Fig. 1: run 1, M1 wires
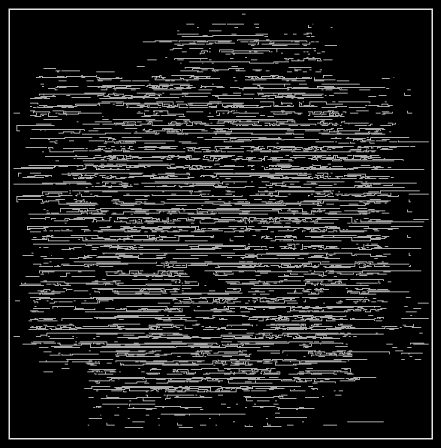
Fig. 2: run 1, signal wires on met2
Bar = 50 um. Cells faint in the background.
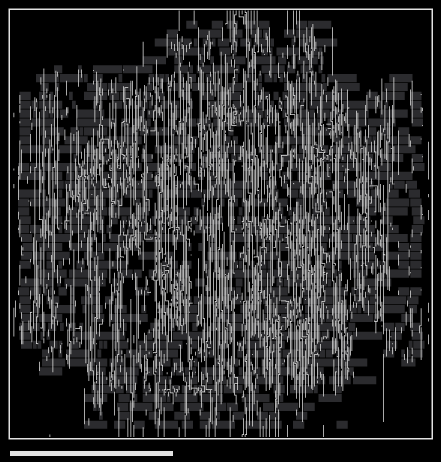
Fig. 3: run 1, metal 3
Bar = 50 um.
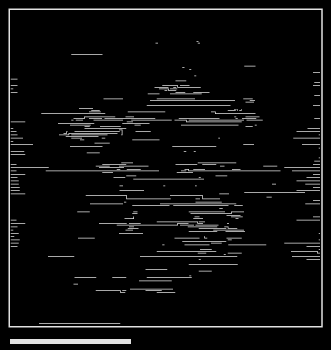
==> src/rtl/ci_divider_pkg.sv <==
// ci_divider shared types and constants.
// Signed ops exist only with CI_DIVIDER_SIGNED_EN.
package ci_divider_pkg;
  typedef enum logic [1:0] {
    IDLE,
    BUSY,
    DONE
  } state_t;

  localparam logic [7:0] OP_UQUOT = 8'd0;
  localparam logic [7:0] OP_UREM  = 8'd1;
  localparam logic [7:0] OP_SQUOT = 8'd2;
  localparam logic [7:0] OP_SREM  = 8'd3;

  localparam int ITERATIONS = 32;
  localparam logic [31:0] DIV0_QUOTIENT = 32'hFFFFFFFF;
endpackage

==> src/rtl/ci_divider_if.sv <==
// Custom-instruction port bundle between CPU and CI units.
// CI_DIVIDER_SIGNED_EN does not change this interface.
interface ci_divider_if;
  logic        ciStart;
  logic [7:0]  ciN;
  logic [31:0] ciDataA;
  logic [31:0] ciDataB;
  logic [31:0] ciResult;
  logic        ciDone;

  modport master (
    output ciStart, ciN, ciDataA, ciDataB,
    input  ciResult, ciDone
  );

  modport slave (
    input  ciStart, ciN, ciDataA, ciDataB,
    output ciResult, ciDone
  );
endinterface

==> src/rtl/ci_divider_step.sv <==
// One restoring-division iteration, purely combinational.
// Used by ci_divider (CI_DIVIDER_SIGNED_EN independent).
module ci_divider_step (
  input  logic [31:0] r,
  input  logic [31:0] q,
  input  logic [31:0] divisor,
  output logic [31:0] rNext,
  output logic [31:0] qNext
);
  logic [32:0] shifted;
  logic [32:0] diff;

  // r[31] is always 0 here, so diff[32] is the sign
  assign shifted = {r, q[31]};
  assign diff    = shifted - {1'b0, divisor};

  always_comb begin
    rNext = shifted[31:0];
    qNext = {q[30:0], 1'b0};
    if (!diff[32]) begin
      rNext = diff[31:0];
      qNext = {q[30:0], 1'b1};
    end
  end
endmodule

==> src/rtl/ci_divider.sv <==
// Iterative 32-bit restoring divider custom-instruction unit.
// Define CI_DIVIDER_SIGNED_EN to add signed quotient/remainder.
import ci_divider_pkg::*;

module ci_divider #(
  parameter logic [7:0] CUSTOM_ID = 8'd10
) (
  input  logic cpuClock,
  input  logic cpuReset,
  ci_divider_if.slave ci
);
  state_t      state;
  logic [4:0]  counter;
  logic [31:0] rReg;
  logic [31:0] qReg;
  logic [31:0] divisor;
  logic        remSel;
  logic        doneReg;
  logic [31:0] resultReg;

  logic [7:0]  opOff;
  logic        hit;
  logic [31:0] aMag;
  logic [31:0] bMag;
  logic [31:0] rNext;
  logic [31:0] qNext;
  logic [31:0] qOut;
  logic [31:0] rOut;

  assign opOff = ci.ciN - CUSTOM_ID;

`ifdef CI_DIVIDER_SIGNED_EN
  logic negQ;
  logic negR;
  logic div0;
  logic isSigned;
  logic aNeg;
  logic bNeg;

  assign hit      = opOff <= OP_SREM;
  assign isSigned = opOff[1];
  assign aNeg     = isSigned & ci.ciDataA[31];
  assign bNeg     = isSigned & ci.ciDataB[31];
  assign aMag     = aNeg ? -ci.ciDataA : ci.ciDataA;
  assign bMag     = bNeg ? -ci.ciDataB : ci.ciDataB;
  // divide-by-zero results bypass the sign fix-up
  assign qOut = (negQ && !div0) ? -qReg : qReg;
  assign rOut = (negR && !div0) ? -rReg : rReg;
`else
  assign hit  = opOff <= OP_UREM;
  assign aMag = ci.ciDataA;
  assign bMag = ci.ciDataB;
  assign qOut = qReg;
  assign rOut = rReg;
`endif

  ci_divider_step step (
    .r       (rReg),
    .q       (qReg),
    .divisor (divisor),
    .rNext   (rNext),
    .qNext   (qNext)
  );

  always_ff @(posedge cpuClock) begin
    if (!cpuReset) begin
      state     <= IDLE;
      counter   <= '0;
      rReg      <= '0;
      qReg      <= '0;
      divisor   <= '0;
      remSel    <= 1'b0;
      doneReg   <= 1'b0;
      resultReg <= '0;
`ifdef CI_DIVIDER_SIGNED_EN
      negQ      <= 1'b0;
      negR      <= 1'b0;
      div0      <= 1'b0;
`endif
    end else begin
      doneReg   <= 1'b0;
      resultReg <= '0;
      unique case (state)
        IDLE: begin
          if (ci.ciStart && hit) begin
            remSel  <= opOff[0];
            counter <= '0;
            divisor <= bMag;
`ifdef CI_DIVIDER_SIGNED_EN
            negQ    <= aNeg ^ bNeg;
            negR    <= aNeg;
            div0    <= (ci.ciDataB == '0);
`endif
            if (ci.ciDataB == '0) begin
              qReg  <= DIV0_QUOTIENT;
              rReg  <= ci.ciDataA;
              state <= DONE;
            end else begin
              qReg  <= aMag;
              rReg  <= '0;
              state <= BUSY;
            end
          end
        end
        BUSY: begin
          rReg    <= rNext;
          qReg    <= qNext;
          counter <= counter + 5'd1;
          if (counter == 5'(ITERATIONS - 1))
            state <= DONE;
        end
        DONE: begin
          doneReg   <= 1'b1;
          resultReg <= remSel ? rOut : qOut;
          state     <= IDLE;
        end
        default: state <= IDLE;
      endcase
    end
  end

  assign ci.ciDone   = doneReg;
  assign ci.ciResult = resultReg;
endmodule

==> src/flat_wrapper.sv <==
// flat-port wrapper written by rule: the top's interface ports become plain ports
module ci_divider_flat 
#(
  parameter logic [7:0] CUSTOM_ID = 8'd10
)
  (cpuClock, cpuReset, ci_ciStart, ci_ciN, ci_ciDataA, ci_ciDataB, ci_ciResult, ci_ciDone);
  ci_divider_if ci_i ();
  input  logic cpuClock;
  input  logic cpuReset;
  input wire logic [$bits(ci_i.ciStart)-1:0] ci_ciStart;
  input wire logic [$bits(ci_i.ciN)-1:0] ci_ciN;
  input wire logic [$bits(ci_i.ciDataA)-1:0] ci_ciDataA;
  input wire logic [$bits(ci_i.ciDataB)-1:0] ci_ciDataB;
  output wire logic [$bits(ci_i.ciResult)-1:0] ci_ciResult;
  output wire logic [$bits(ci_i.ciDone)-1:0] ci_ciDone;
  assign ci_i.ciStart = ci_ciStart;
  assign ci_i.ciN = ci_ciN;
  assign ci_i.ciDataA = ci_ciDataA;
  assign ci_i.ciDataB = ci_ciDataB;
  assign ci_ciResult = ci_i.ciResult;
  assign ci_ciDone = ci_i.ciDone;
  ci_divider #(.CUSTOM_ID(CUSTOM_ID)) u_core (.cpuClock(cpuClock), .cpuReset(cpuReset), .ci(ci_i));
endmodule
==> config.mk <==
export PLATFORM = sky130hd
export DESIGN_NAME = ci_divider_flat
export DESIGN_NICKNAME = d
export VERILOG_FILES = /design/src/rtl/ci_divider_pkg.sv /design/src/rtl/ci_divider_if.sv /design/src/rtl/ci_divider_step.sv /design/src/rtl/ci_divider.sv /design/src/flat_wrapper.sv
export SDC_FILE = /design/constraint.sdc
export NUM_CORES = 1
export LEC_CHECK = 0
export CORE_AREA = 2 2 127 129
export DETAILED_ROUTE_END_ITERATION = 8
export DIE_AREA = 0 0 129 131
export GPL_TIMING_DRIVEN = 0
export PLACE_DENSITY = 0.81
export SLEW_MARGIN = 10
export SYNTH_ARGS = -nofsm -noshare
export SYNTH_HDL_FRONTEND = slang
export SYNTH_SLANG_ARGS = --single-unit
==> constraint.sdc <==
create_clock -name cpuClock -period 8.7 [get_ports cpuClock]
set_input_delay 1.74 -clock cpuClock [delete_from_list [all_inputs] [get_ports cpuClock]]
set_output_delay 1.74 -clock cpuClock [all_outputs]
set_load 0.02 [all_outputs]
==> highlights.md, run 1 <==
## Worst setup path
• **Worst Setup End Kind** flop
• **top fanout value on the critical path** 10
• **critical path startpoint category** primary input
• **WP data required** 8.99 ns
• **Reg2Reg Launch Point** u_core.qOut[31]
• **Reg-to-Reg End** u_core.rOut[9]
• **end point of the critical path** u_core.qOut[12]
• **cell class contributing the biggest share of worst-path delay** AND-OR/OR-AND gates
• **worst path bufs/invs** 4
• **worst reg2reg setup slack** 5.00 ns
• **max incr delay on CP** 0.59 ns
• **standard cell with the maximum stage delay on the critical path** sky130_fd_sc_hd__a2111oi_0
• **CP arrival** 4.92 ns
• **startpoint of the most critical setup path** ci_ciN[1]
• **worst-case reg-to-reg path depth** 14
• **chain of cells forming the critical path** clkdlybuf4s50_1 -> inv_1 -> ha_1 -> or3b_2 -> a2111oi_0 -> buf_2 -> o21ai_1 -> clkbuf_1 -> o221ai_1 -> a21boi_0
• **type of the worst setup path** in -> reg
• **Levels on crit path** 10

## Floorplan
• **horizontal die dimension** 129 um
• **Tap Cells** 216
• **ports placed on the boundary** 108
• **die extent in y** 131 um
• **starting density of the core** 0.4880
• **number of standard-cell rows in the floorplan** 46
• **Die Area** 0.01690 mm2
• **core region area** 0.01560 mm2

## STA
• **number of pins with negative max-slew slack in the final report** 0
• **Final Cycle Share** 0.5321
• **endpoints failing setup** 0
• **slew at the pin closest to its max-slew limit** 0.9060 ns
• **unrepaired setup endpoints after global routing** false
• **fmax** 216.0 MHz
• **Clock Skew** 0.007842 ns
• **Max-Slew Margin vs Limit** 0.3960
• **worst hold slack** 0.4633 ns
• **Final TNS setup** 0 ns
• **minimum clock period** 4.630 ns
• **Final Hold Fails** 0
• **smallest setup slack after layout** 4.070 ns

## Clock tree
• **insertion delay of the later-clocked pin in the worst-skew pair** 0.43 ns
• **PostCTS Resize Cnt** 0
• **TritonCTS clock tree** done
• **number of buffers inserted by hold repair at cts** 0
• **setup fix buffers added after clock tree synthesis** 0
• **clock buffer count from CTS** 17
• **clock sink total** 137
• **number of levels the H-tree was split into** 4
• **buffers from clock root to sink, at most** 2
• **CTS root buffer** sky130_fd_sc_hd__clkbuf_16
• **clock transition time at the flip-flop clock pins of the worst setup and hold paths** 0.06 ns

## Yosys
• **EDFF count, synth** 0
• **cell type with the highest aggregate area in the netlist** sky130_fd_sc_hd__dfxtp_1
• **cell count in the Yosys report** 958
• **Adders+Majority by Area** 0.06017
• **sequential cell area fraction in the yosys report** 0.3603
• **Warnings, synthesis** 0
• **Main synth FF type** sky130_fd_sc_hd__dfxtp_1
• **area fraction of the dominant cell type after synthesis** 0.3603
• **fraction of the mapped netlist area in compound gates** 0.2578
• **Cells after Synth** 958
• **number of storage elements in the synthesis netlist** 137
• **main area contributors after synthesis** sky130_fd_sc_hd__dfxtp_1 (36%), sky130_fd_sc_hd__nand2_1 (7.2%), sky130_fd_sc_hd__a21boi_0 (6.4%)
• **yosys xor share** 0.02992
• **Largest logic family** AND-OR/OR-AND gates
• **Simple-Gate Area Share** 0.1891
• **post-synthesis cell type with the largest instance count** sky130_fd_sc_hd__nand2_1
• **mux share of post-synthesis cell area** 0.04340
• **Avg Cell Area, Syn** 7.945 um2
• **total cell area reported by yosys after synthesis** 0.007611 mm2
• **total nets after synthesis** 1069
• **Post-synth ARST share** 0
• **Post-Synthesis Cell Area** 0.007611 mm2
• **commonest cells in the synthesized netlist** sky130_fd_sc_hd__nand2_1 (146), sky130_fd_sc_hd__dfxtp_1 (137), sky130_fd_sc_hd__a21boi_0 (65), sky130_fd_sc_hd__a21oi_1 (62), sky130_fd_sc_hd__nand3_1 (55)
• **Cell variety after synth** 58

## Pwr
• **proportion of total power due to net switching** 0.2554
• **portion of total power attributed to the clock network** 0.470
• **main power-consuming group** clock
• **switching power total** 0.3972 mW
• **Leak Pwr** 3.360 nW
• **combinational power** 0.191 mW
• **Internal Power** 1.158 mW
• **power of the sequential group** 0.633 mW
• **worst-case vdd ir drop** 0.1334 mV
• **Power, Total** 1.555 mW
• **power per standard cell area** 163.1 mW/mm2
• **relative contribution of combinational cells to total power** 0.123
• **Flop pwr share** 0.407
• **power of the clock network** 0.731 mW

## Place
• **count of input and output buffers** 106
• **worst setup slack before clock tree synthesis** 3.634 ns
• **Post-Place Cell Area** 0.008942 mm2
• **number of placed instances, taps included** 1280
• **weighted congestion reported at the end of routability-driven placement** 0.9722
• **detailed placement HPWL** 17.77 mm

## Finish
• **number of filler cells placed in the layout** 1391
• **share of cell area taken by multi-input logic gates** 0.4635
• **num sequential** 137
• **Seq area share** 0.2875
• **Layout Nets** 1194
• **Diodes inserted** 0
• **non-filler instance count after layout** 1312
• **number of inverters outside the clock class in the layout** 43
• **multi-input combinational gate total** 709
• **most frequent logic cells in the routed design** sky130_fd_sc_hd__nand2_1 (146), sky130_fd_sc_hd__dfxtp_1 (137), sky130_fd_sc_hd__clkdlybuf4s50_1 (106)
• **cell type taking the most area** logic gates
• **area taken by flip-flops and latches** 0.002743 mm2
• **layout overhead on the synthesized area** 25.33%
• **final core occ** 0.6116
• **Logic area** 0.004422 mm2
• **top logic cell by instance count in the layout** sky130_fd_sc_hd__nand2_1
• **fin area** 0.009539 mm2
• **share of final-layout standard cells stronger than drive strength 1** 0.05201
• **number of clock buffer instances in the layout** 21
• **Signal buffers** 175
• **portion of the layout cell area used by non-clock buffers** 0.1417
• **proportion of cell area spent on the clock network** 0.06204

## Route
• **number of DRC markers after the initial detailed-route iteration** 797
• **average via count per standard cell** 5.894
• **first-pass detailed-route iteration total** 5
• **met3 layer wire length in the routed design** 1.956 mm
• **highest layer used for signal routing** met4
• **met2 wire length** 10.67 mm
• **average detailed-routed wire length per instance** 18.06 um
• **detailed-route DRC error count** 0
• **met1 WL** 10.32 mm

## Global routing
• **most used routing layer in global routing** met2
• **initial antenna violation count** 0
• **via count of the first global-routing pass** 7070
• **pin count of the biggest net entering global routing** 17
• **aggregate global-route resource usage** 0.2796
• **first-pass GRT wire length** 36.37 mm
• **final global-route overflow total** 0

## Job
• **Tool Warnings** 26
• **max cap viols** 0

## Worst hold path
• **hold-critical path depth** 2
• **startpoint of the worst hold path** u_core.divisor[24]
• **type of the tightest min-delay check** reg -> reg
• **Worst Hold Endpoint** u_core.divisor[24]

## Run status
• **result of the run** completed

Back to the opening pictures, Fig. 1:
1098 nets have wire on it. The wires run mostly horizontal. The longest straight run is 41.4 um.
total length of routed wires: 23.69 mm
met1 usage in global routing: 0.3697
routed via count: 7733

Back to the opening pictures, Fig. 2:
978 nets have wire on it. The longest straight run is 68.7 um. The layer carries 10700 um of wire. The layer holds 45% of the routed length.
GR met2 Demand/Resource: 0.4491

Back to the opening pictures, Fig. 3:
The layer holds 8.3% of the routed length. 195 nets have wire on it. The longest straight run is 46.7 um.
met3 Usage GRT: 0.05171

--- run 2 (diff from run 1) ---
--- a/config.mk
+++ b/config.mk
@@ -9,7 +9,7 @@
 export DETAILED_ROUTE_END_ITERATION = 8
 export DIE_AREA = 0 0 129 131
 export GPL_TIMING_DRIVEN = 0
-export PLACE_DENSITY = 0.81
+export PLACE_DENSITY = 0.84
 export SLEW_MARGIN = 10
 export SYNTH_ARGS = -nofsm -noshare
 export SYNTH_HDL_FRONTEND = slang
==> constraint.sdc (replaced) <==
create_clock -name cpuClock -period 4.1 [get_ports cpuClock]
set_input_delay 0.82 -clock cpuClock [delete_from_list [all_inputs] [get_ports cpuClock]]
set_output_delay 0.82 -clock cpuClock [all_outputs]
set_load 0.02 [all_outputs]
==> highlights.md, run 2 <==
## Finish
• **share of final-layout standard cells stronger than drive strength 1** 0.05201, unchanged
• **Seq area share** 0.2864, -0.001127
• **Diodes inserted** 0, unchanged
• **number of clock buffer instances in the layout** 20, -4.8%
• **num sequential** 137, unchanged
• **area taken by flip-flops and latches** 0.002743 mm2, unchanged
• **fin area** 0.009577 mm2, +0.39%
• **top logic cell by instance count in the layout** sky130_fd_sc_hd__nand2_1
• **share of cell area taken by multi-input logic gates** 0.4617, -0.001817
• **non-filler instance count after layout** 1312, unchanged
• **number of filler cells placed in the layout** 1382, -0.65%
• **most frequent logic cells in the routed design** sky130_fd_sc_hd__nand2_1 (146), sky130_fd_sc_hd__dfxtp_1 (137), sky130_fd_sc_hd__clkdlybuf4s50_1 (106)
• **Logic area** 0.004422 mm2, unchanged
• **layout overhead on the synthesized area** 25.83%
• **Layout Nets** 1194, unchanged
• **final core occ** 0.6140, +0.002406
• **number of inverters outside the clock class in the layout** 43, unchanged

## Route
• **met3 layer wire length in the routed design** 1.998 mm, +2.1%
• **highest layer used for signal routing** met4
• **detailed-route DRC error count** 0, unchanged
• **met1 WL** 10.10 mm, -2.2%
• **total length of routed wires** 23.78 mm, +0.40%
• **average via count per standard cell** 5.859, -0.59%

## Pwr
• **main power-consuming group** clock
• **combinational power** 0.405 mW, +110%
• **Flop pwr share** 0.395, -0.012
• **relative contribution of combinational cells to total power** 0.119, -0.004
• **portion of total power attributed to the clock network** 0.486, +0.016
• **power of the sequential group** 1.34 mW, +110%
• **power per standard cell area** 355.2 mW/mm2, +120%
• **worst-case vdd ir drop** 0.3325 mV, +150%
• **proportion of total power due to net switching** 0.2471, -0.008314
• **switching power total** 0.8405 mW, +110%
• **Internal Power** 2.562 mW, +120%

## STA
• **fmax** 267.1 MHz
• **smallest setup slack after layout** 0.3564 ns, -3.714 ns
• **Final Hold Fails** 0, unchanged
• **slew at the pin closest to its max-slew limit** 0.8967 ns, -0.009365 ns
• **Final TNS setup** 0 ns, unchanged
• **Clock Skew** 0.007385 ns, -0.0004566 ns
• **number of pins with negative max-slew slack in the final report** 0, unchanged
• **worst hold slack** 0.4616 ns, -0.001717 ns
• **Max-Slew Margin vs Limit** 0.4022, +0.006243

## Yosys
• **post-synthesis cell type with the largest instance count** sky130_fd_sc_hd__nand2_1
• **EDFF count, synth** 0, unchanged
• **Post-synth ARST share** 0, unchanged
• **total cell area reported by yosys after synthesis** 0.007611 mm2, unchanged
• **Cell variety after synth** 58, unchanged
• **cell count in the Yosys report** 958, unchanged
• **total nets after synthesis** 1069, unchanged
• **sequential cell area fraction in the yosys report** 0.3603, unchanged
• **number of storage elements in the synthesis netlist** 137, unchanged
• **Warnings, synthesis** 0, unchanged
• **fraction of the mapped netlist area in compound gates** 0.2578, unchanged
• **Main synth FF type** sky130_fd_sc_hd__dfxtp_1
• **Simple-Gate Area Share** 0.1891, unchanged
• **main area contributors after synthesis** sky130_fd_sc_hd__dfxtp_1 (36%), sky130_fd_sc_hd__nand2_1 (7.2%), sky130_fd_sc_hd__a21boi_0 (6.4%)
• **Avg Cell Area, Syn** 7.945 um2, unchanged
• **area fraction of the dominant cell type after synthesis** 0.3603, unchanged
• **Largest logic family** AND-OR/OR-AND gates
• **commonest cells in the synthesized netlist** sky130_fd_sc_hd__nand2_1 (146), sky130_fd_sc_hd__dfxtp_1 (137), sky130_fd_sc_hd__a21boi_0 (65), sky130_fd_sc_hd__a21oi_1 (62), sky130_fd_sc_hd__nand3_1 (55)
• **cell type with the highest aggregate area in the netlist** sky130_fd_sc_hd__dfxtp_1

## Clock tree
• **insertion delay of the later-clocked pin in the worst-skew pair** 0.44 ns, about the same
• **number of levels the H-tree was split into** 4, unchanged
• **setup fix buffers added after clock tree synthesis** 0, unchanged
• **clock buffer count from CTS** 17, unchanged
• **clock transition time at the flip-flop clock pins of the worst setup and hold paths** 0.06 ns, about the same

## Global routing
• **via count of the first global-routing pass** 7200, +1.8%
• **initial antenna violation count** 0, unchanged
• **aggregate global-route resource usage** 0.2841, +0.004460
• **final global-route overflow total** 0, unchanged
• **pin count of the biggest net entering global routing** 17, unchanged

## Floorplan
• **Tap Cells** 216, unchanged
• **number of standard-cell rows in the floorplan** 46, unchanged
• **starting density of the core** 0.4880, unchanged
• **die extent in y** 131 um, unchanged
• **horizontal die dimension** 129 um, unchanged

## Worst setup path
• **end point of the critical path** u_core.rOut[11]
• **critical path startpoint category** flop
• **CP arrival** 4.09 ns, -0.83 ns
• **cell class contributing the biggest share of worst-path delay** AND-OR/OR-AND gates
• **standard cell with the maximum stage delay on the critical path** sky130_fd_sc_hd__a2111oi_0
• **Levels on crit path** 14, +4
• **worst reg2reg setup slack** 0.36 ns, -4.64 ns
• **chain of cells forming the critical path** inv_1 -> ha_1 -> fa_1 -> nand2b_1 -> a21oi_1 -> o211ai_1 -> a2111oi_0 -> or4_4 -> a21o_1 -> and2_1 -> buf_4 -> buf_4 -> nand3_1 -> a31oi_1

## Worst hold path
• **type of the tightest min-delay check** reg -> reg
• **Worst Hold Endpoint** u_core.divisor[16]

## Run status
• **result of the run** completed

Fig. 4: run 2, track usage over the die
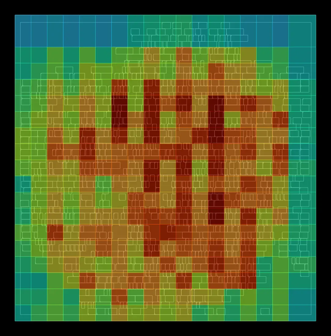
met3 Usage GRT: 0.06026
met1 usage in global routing: 0.3656
most used routing layer in global routing: met2
GR met2 Demand/Resource: 0.4588

Fig. 5: run 2, signal wires on met2
Bar = 50 um. Cells faint in the background.
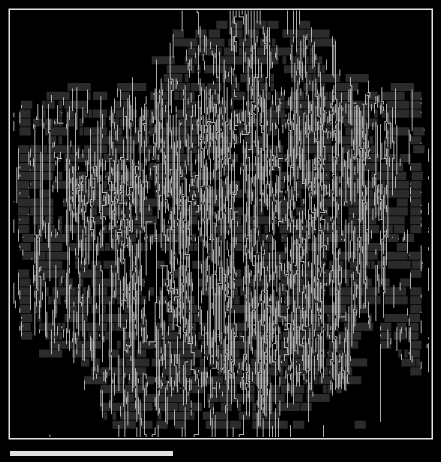
The longest straight run is 67.5 um. The layer carries 10800 um of wire. The layer holds 45% of the routed length. 977 nets have wire on it. The wires run mostly vertical.

--- run 3 (diff from run 2) ---
--- a/config.mk
+++ b/config.mk
@@ -6,6 +6,7 @@
 export NUM_CORES = 1
 export LEC_CHECK = 0
 export CORE_AREA = 2 2 127 129
+export CTS_BUF_LIST = sky130_fd_sc_hd__clkbuf_8
 export DETAILED_ROUTE_END_ITERATION = 8
 export DIE_AREA = 0 0 129 131
 export GPL_TIMING_DRIVEN = 0
==> constraint.sdc (replaced) <==
create_clock -name cpuClock -period 3.3 [get_ports cpuClock]
set_input_delay 0.66 -clock cpuClock [delete_from_list [all_inputs] [get_ports cpuClock]]
set_output_delay 0.66 -clock cpuClock [all_outputs]
set_load 0.02 [all_outputs]
==> highlights.md, run 3 <==
## Run status
• **result of the run** completed

## Place
• **count of input and output buffers** 106
• **detailed placement HPWL** 17.22 mm
• **weighted congestion reported at the end of routability-driven placement** 1.001
• **Post-Place Cell Area** 0.008942 mm2
• **worst setup slack before clock tree synthesis** -0.7033 ns
• **number of placed instances, taps included** 1280

## Route
• **met1 WL** 9.796 mm, -3.0%
• **average detailed-routed wire length per instance** 17.80 um
• **average via count per standard cell** 5.881, +0.38%
• **highest layer used for signal routing** met4
• **met3 layer wire length in the routed design** 2.187 mm, +9.5%
• **number of DRC markers after the initial detailed-route iteration** 896
• **detailed-route DRC error count** 0, unchanged

## Worst setup path
• **Levels on crit path** 7, -7
• **standard cell with the maximum stage delay on the critical path** sky130_fd_sc_hd__nor3_2
• **worst-case reg-to-reg path depth** 12
• **type of the worst setup path** in -> reg
• **end point of the critical path** u_core.rOut[11]
• **critical path startpoint category** primary input
• **cell class contributing the biggest share of worst-path delay** simple AND/OR/NAND/NOR gates
• **startpoint of the most critical setup path** ci_ciDataB[0]
• **worst path bufs/invs** 2
• **CP arrival** 3.68 ns, -0.41 ns
• **Worst Setup End Kind** flop
• **top fanout value on the critical path** 10
• **Reg-to-Reg End** u_core.rOut[21]
• **chain of cells forming the critical path** clkdlybuf4s50_1 -> nor4_1 -> nand4_1 -> nor3_2 -> clkbuf_1 -> a21oi_1 -> a31oi_1
• **worst reg2reg setup slack** 0.08 ns, -0.28 ns
• **WP data required** 3.69 ns

## Global routing
• **final global-route overflow total** 0, unchanged
• **met3 Usage GRT** 0.05252, -0.007736
• **met1 usage in global routing** 0.3631, -0.002530
• **most used routing layer in global routing** met2
• **pin count of the biggest net entering global routing** 17, unchanged
• **GR met2 Demand/Resource** 0.4494, -0.009337
• **aggregate global-route resource usage** 0.2797, -0.004338
• **via count of the first global-routing pass** 7181, -0.26%
• **initial antenna violation count** 0, unchanged

## Pwr
• **combinational power** 0.549 mW, +36%
• **power of the sequential group** 1.67 mW, +25%
• **Internal Power** 2.769 mW, +8.1%
• **proportion of total power due to net switching** 0.2628, +0.01576
• **switching power total** 0.9872 mW, +17%
• **Flop pwr share** 0.443, +0.048
• **Power, Total** 3.756 mW
• **portion of total power attributed to the clock network** 0.411, -0.075
• **power per standard cell area** 396.0 mW/mm2, +11%
• **relative contribution of combinational cells to total power** 0.146, +0.027
• **worst-case vdd ir drop** 0.2812 mV, -15%
• **main power-consuming group** sequential cells

## Clock tree
• **buffers from clock root to sink, at most** 2
• **clock transition time at the flip-flop clock pins of the worst setup and hold paths** 0.08 ns, +0.02 ns
• **setup fix buffers added after clock tree synthesis** 1, +1
• **clock buffer count from CTS** 17, unchanged
• **TritonCTS clock tree** done
• **number of levels the H-tree was split into** 4, unchanged
• **insertion delay of the later-clocked pin in the worst-skew pair** 0.47 ns, +0.03 ns

## Yosys
• **fraction of the mapped netlist area in compound gates** 0.2578, unchanged
• **Cell variety after synth** 58, unchanged
• **Cells after Synth** 958
• **total nets after synthesis** 1069, unchanged
• **Avg Cell Area, Syn** 7.945 um2, unchanged
• **sequential cell area fraction in the yosys report** 0.3603, unchanged
• **EDFF count, synth** 0, unchanged
• **cell type with the highest aggregate area in the netlist** sky130_fd_sc_hd__dfxtp_1
• **number of storage elements in the synthesis netlist** 137, unchanged
• **Warnings, synthesis** 0, unchanged
• **mux share of post-synthesis cell area** 0.04340
• **cell count in the Yosys report** 958, unchanged
• **post-synthesis cell type with the largest instance count** sky130_fd_sc_hd__nand2_1
• **Simple-Gate Area Share** 0.1891, unchanged
• **Largest logic family** AND-OR/OR-AND gates
• **yosys xor share** 0.02992
• **commonest cells in the synthesized netlist** sky130_fd_sc_hd__nand2_1 (146), sky130_fd_sc_hd__dfxtp_1 (137), sky130_fd_sc_hd__a21boi_0 (65), sky130_fd_sc_hd__a21oi_1 (62), sky130_fd_sc_hd__nand3_1 (55)
• **Main synth FF type** sky130_fd_sc_hd__dfxtp_1
• **main area contributors after synthesis** sky130_fd_sc_hd__dfxtp_1 (36%), sky130_fd_sc_hd__nand2_1 (7.2%), sky130_fd_sc_hd__a21boi_0 (6.4%)
• **total cell area reported by yosys after synthesis** 0.007611 mm2, unchanged
• **Post-synth ARST share** 0, unchanged
• **Post-Synthesis Cell Area** 0.007611 mm2
• **area fraction of the dominant cell type after synthesis** 0.3603, unchanged
• **Adders+Majority by Area** 0.06017

## STA
• **number of pins with negative max-slew slack in the final report** 0, unchanged
• **smallest setup slack after layout** 0.006092 ns, -0.3503 ns
• **Final Cycle Share** 0.9982
• **unrepaired setup endpoints after global routing** true
• **endpoints failing setup** 0
• **minimum clock period** 3.294 ns
• **slew at the pin closest to its max-slew limit** 0.8680 ns, -0.02864 ns
• **Final Hold Fails** 0, unchanged
• **Final TNS setup** 0 ns, unchanged
• **fmax** 303.6 MHz
• **Clock Skew** 0.01144 ns, +0.004052 ns
• **worst hold slack** 0.4636 ns, +0.002054 ns
• **Max-Slew Margin vs Limit** 0.4213, +0.01909

## Floorplan
• **Tap Cells** 216, unchanged
• **number of standard-cell rows in the floorplan** 46, unchanged
• **horizontal die dimension** 129 um, unchanged
• **starting density of the core** 0.4880, unchanged
• **die extent in y** 131 um, unchanged
• **core region area** 0.01560 mm2
• **Die Area** 0.01690 mm2

## Finish
• **number of filler cells placed in the layout** 1390, +0.58%
• **num sequential** 137, unchanged
• **share of cell area taken by multi-input logic gates** 0.4713, +0.009590
• **Logic area** 0.004471 mm2, +1.1%
• **area taken by flip-flops and latches** 0.002744 mm2, about the same
• **final core occ** 0.6081, -0.005856
• **Layout Nets** 1198, +0.34%
• **number of inverters outside the clock class in the layout** 43, unchanged
• **fin area** 0.009485 mm2, -0.95%
• **top logic cell by instance count in the layout** sky130_fd_sc_hd__nand2_1
• **Diodes inserted** 0, unchanged
• **portion of the layout cell area used by non-clock buffers** 0.1477
• **most frequent logic cells in the routed design** sky130_fd_sc_hd__nand2_1 (146), sky130_fd_sc_hd__dfxtp_1 (136), sky130_fd_sc_hd__clkdlybuf4s50_1 (106)
• **Seq area share** 0.2893, +0.002889
• **Signal buffers** 179
• **non-filler instance count after layout** 1316, +0.30%
• **layout overhead on the synthesized area** 24.63%
• **number of clock buffer instances in the layout** 19, -5.0%
• **share of final-layout standard cells stronger than drive strength 1** 0.06636, +0.01436

## Worst hold path
• **type of the tightest min-delay check** reg -> reg
• **Worst Hold Endpoint** u_core.divisor[16]

Fig. 6: run 3, met4 routing
Cells faint in the background.
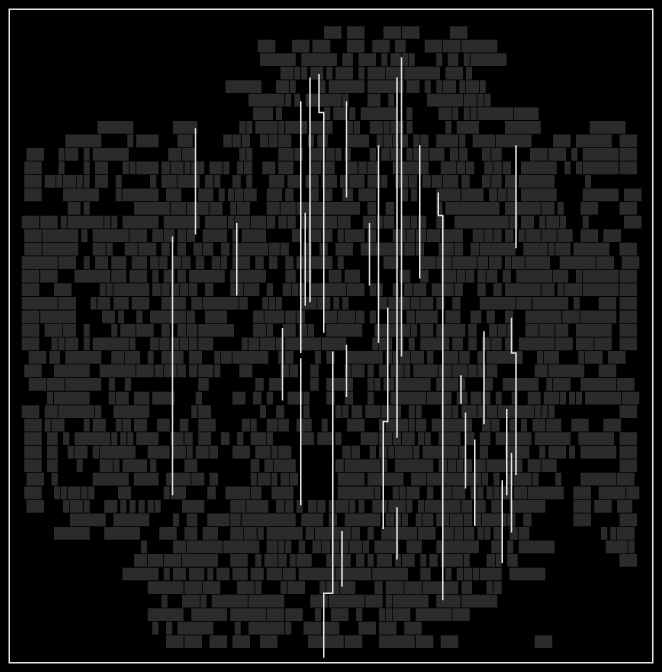
The wires run mostly vertical. The layer carries 905 um of wire. The longest straight run is 77.1 um. The layer holds 3.9% of the routed length. 26 nets have wire on it.

Fig. 7: run 3, metal 3
Bar = 50 um.
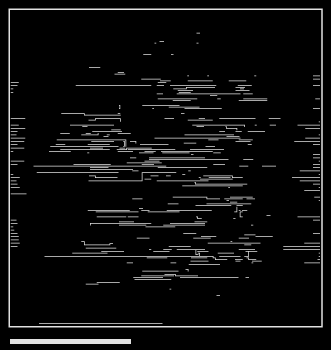
The layer carries 2190 um of wire. The longest straight run is 69.7 um. The layer holds 9.3% of the routed length. The wires run mostly horizontal. 213 nets have wire on it.
routed via count: 7740
total length of routed wires: 23.43 mm

Power is estimated from default activity; no workload was simulated.
